Design coin_feeder, sky130hd; sources not shown.
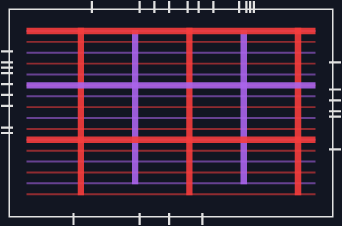
(images/pdn.png)
(4 px per um) Pins as bars on the die edge.
color	net
red	VSS
purple	VDD
met5 straps	3
met1 rails	16
met4 straps	5
signal pins	30
rows	15
maximum vdd ir drop: 0.526 mV
die boundary width: 80.5 um
Floorplan Core Area: 0.00295 mm^2

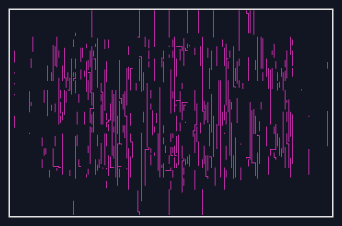
(images/met2.png)
(4 px per um)
wire length on this layer	1490 um
nets with wire on the layer	225
main direction	vertical
longest straight run	24.1 um
number of vias in the routed layout: 1492
global routing usage on met2: 0.284

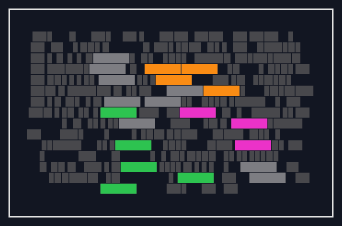
(images/registers.png)
(4 px per um) Other sequential cells in the stronger gray, the rest of the logic in the fainter gray.
color	name in the netlist	placed flops
green	r_credit	5
orange	u_tens/o_count	4
magenta	r_state	3
Sequential Area: 526 um^2
Seq group: 389 uW
flop share of the area: 0.258

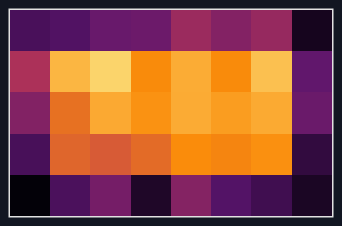
(images/density.png)
(4 px per um) 8 x 5 tiles, from black (low) to pale yellow (high), 0 to 100% covered.
densest ninth of the die	middle
mean over tiles	48%
fullest tile	91%
fraction of the core area occupied by cells at floorplan: 0.556
fraction of the core area covered by cells at the end of the flow: 0.690

==> results.py <==
# Generated from Yosys and OpenROAD reports
metrics = {
    "floorplanning": {
        "chipArea_mm2": 0.00414,
        "placement_rows": 15,
    },
    "global_route": {
        "total_routing_resource_utilization_after_global_routing": 0.202,
        "grt_start_max_net_pins": 15,
        "grt_pass1_vias": 1433,
    },
    "hold_path": {
        "min_delay_path_depth": 1,
    },
    "layout": {
        "count_of_antenna_diodes_in_the_layout": 0,
        "drive_above_1_share": 0.102,
        "area_growth_syn_to_layout_pct": 24.0,
        "n_fill_cell": 261,
        "layout.cells.most_common": "sky130_fd_sc_hd__nand2_1",
        "combGateArea_um2": 941,
        "nets": 282,
    },
    "synth": {
        "synthCells": 223,
        "post_synth_instance_area_mm2": 0.00164,
        "syn_nets": 248,
        "yosysUniqueCellTypes": 30,
        "synth_stat.cells": 223,
        "yosys.area.top_type": "sky130_fd_sc_hd__dfrtp_1",
        "yosys_warnings": 6,
    },
    "pwr": {
        "power.share.switching": 0.520,
        "internal-power_uw": 674,
        "power_frac_comb": 0.611,
        "p_leak_uw": 0.00108,
        "pwr-share-clk": 0.112,
    },
    "placement": {
        "dp_hpwl_um": 2980,
    },
    "clock_network": {
        "cts_tree": "built",
        "cts.path.max_buffers": 2,
        "number_of_h_tree_branching_levels": 1,
        "cts_buffers": 3,
        "cts.sink_count": 21,
        "clk_latency_late_pin_ns": 0.26,
    },
    "sta": {
        "max_freq_mhz": 331,
        "setup_viol": 0,
        "layout_min_cycle_time_ns": 3.02,
        "slew_viol_final": 0,
        "rsz0062_at_grt": "false",
        "holdWs_ns": 0.466,
        "worst-slew-pin-transition_ns": 0.787,
    },
    "worst_setup_path": {
        "timing.critical_path.to_type": "primary output",
        "r2r_slack_ns": 1.05,
        "path_class": "flip-flop to primary output",
        "crit_path_max_fanout": 8,
    },
    "drt": {
        "route.detailed.drc": 0,
        "drt_total_wl_um": 3630,
        "vias_per_cell": 5.01,
        "first_iter_violations": 89,
        "detailroute.wirelength.met3_um": 214,
        "first_pass_drt_iterations": 4,
        "top_layer_used": "met3",
        "postRouteAntennaNets": 0,
    },
    "status": {
        "status": "finished clean",
    },
}
synth_stat cells, drive strengths merged:
master and number:
nor2 22, nor3 1, or2 5, a21oi 5, a31oi 1, o21ai 19
nand2 58, a21o 1, xor2 2, nand3 20, nand4 10, buf 2
ha 8, dfrtp 21, clkinv 1, fa 3, o2bb2ai 1, conb 1
inv 41, nand3b 1
routing by layer:
layer  track usage  vias to the layer above
met3        0.0398                        0
met1         0.318                      672
met4        0.0393                        0
li1              -                      775
met5             0                        -
met2         0.284                       45
stage by stage:
| stage | power, uW | instances | util | setup slack, ns | instance area (um^2) |
|---|---|---|---|---|---|
| after floorplan | 998 | 223 | - | 1.10 | 1640 |
| after global placement | 1230 | 294 | 0.673 | 0.540 | 1980 |
| after detailed placement | 1250 | 294 | 0.673 | 0.531 | 1980 |
| after CTS | 1410 | 298 | 0.689 | 0.455 | 2030 |
| after global routing | 1530 | 298 | 0.690 | 0.423 | 2030 |
| final | 1400 | 298 | 0.690 | 0.527 | 2030 |
area by class of cell:
cell class	count	area share
clock buffer	3	0.0203
buffer	2	0.00738
tap	42	0.0258
timing repair buffer	29	0.144
multi-input combinational	158	0.463
clock inverter	1	0.00369
sequential	21	0.258
inverter	42	0.0775
power groups by stage:
stage                     Clock [uW]  Combinational [uW]  Sequential, uW
final                            157                 857             389
after global routing             176                 951             406
after CTS                        160                 863             390
after detailed placement           0                 858             395
after global placement             0                 839             395
after floorplan                    0                 439             558
cells by family (layout without fill, tap and decap cells):
logic type | after synthesis | count (layout) | share of synthesized area
AOI/OAI and AO/OA | 27 | 27 | 0.0916
xor gates and xnor gates | 2 | 2 | 0.0107
adders and majority gates | 11 | 11 | 0.0977
buffers and inverters | 44 | 77 | 0.105
DFF | 21 | 21 | 0.321
other | 1 | 1 | 0.00229
and+or+nand+nor | 117 | 117 | 0.372
worst max-delay path, stage by stage, from the launching register on:
cell and delay [ns]:
sky130_fd_sc_hd__dfrtp_1 0.46, sky130_fd_sc_hd__inv_2 0.15, sky130_fd_sc_hd__nand2_1 0.23, sky130_fd_sc_hd__inv_1 0.19
sky130_fd_sc_hd__nand2_1 0.08, sky130_fd_sc_hd__nor2_1 0.23, sky130_fd_sc_hd__buf_4 0.16, sky130_fd_sc_hd__clkdlybuf4s15_1 0.48
timing repair:
action | CTS | global route
setup endpoints to repair | 1 | 2
gates resized | 1 | 2
buffers inserted | 0 | 0
hold buffers | 0 | 0
pin swaps | 0 | 0
Power and IR drop assume default switching activity.
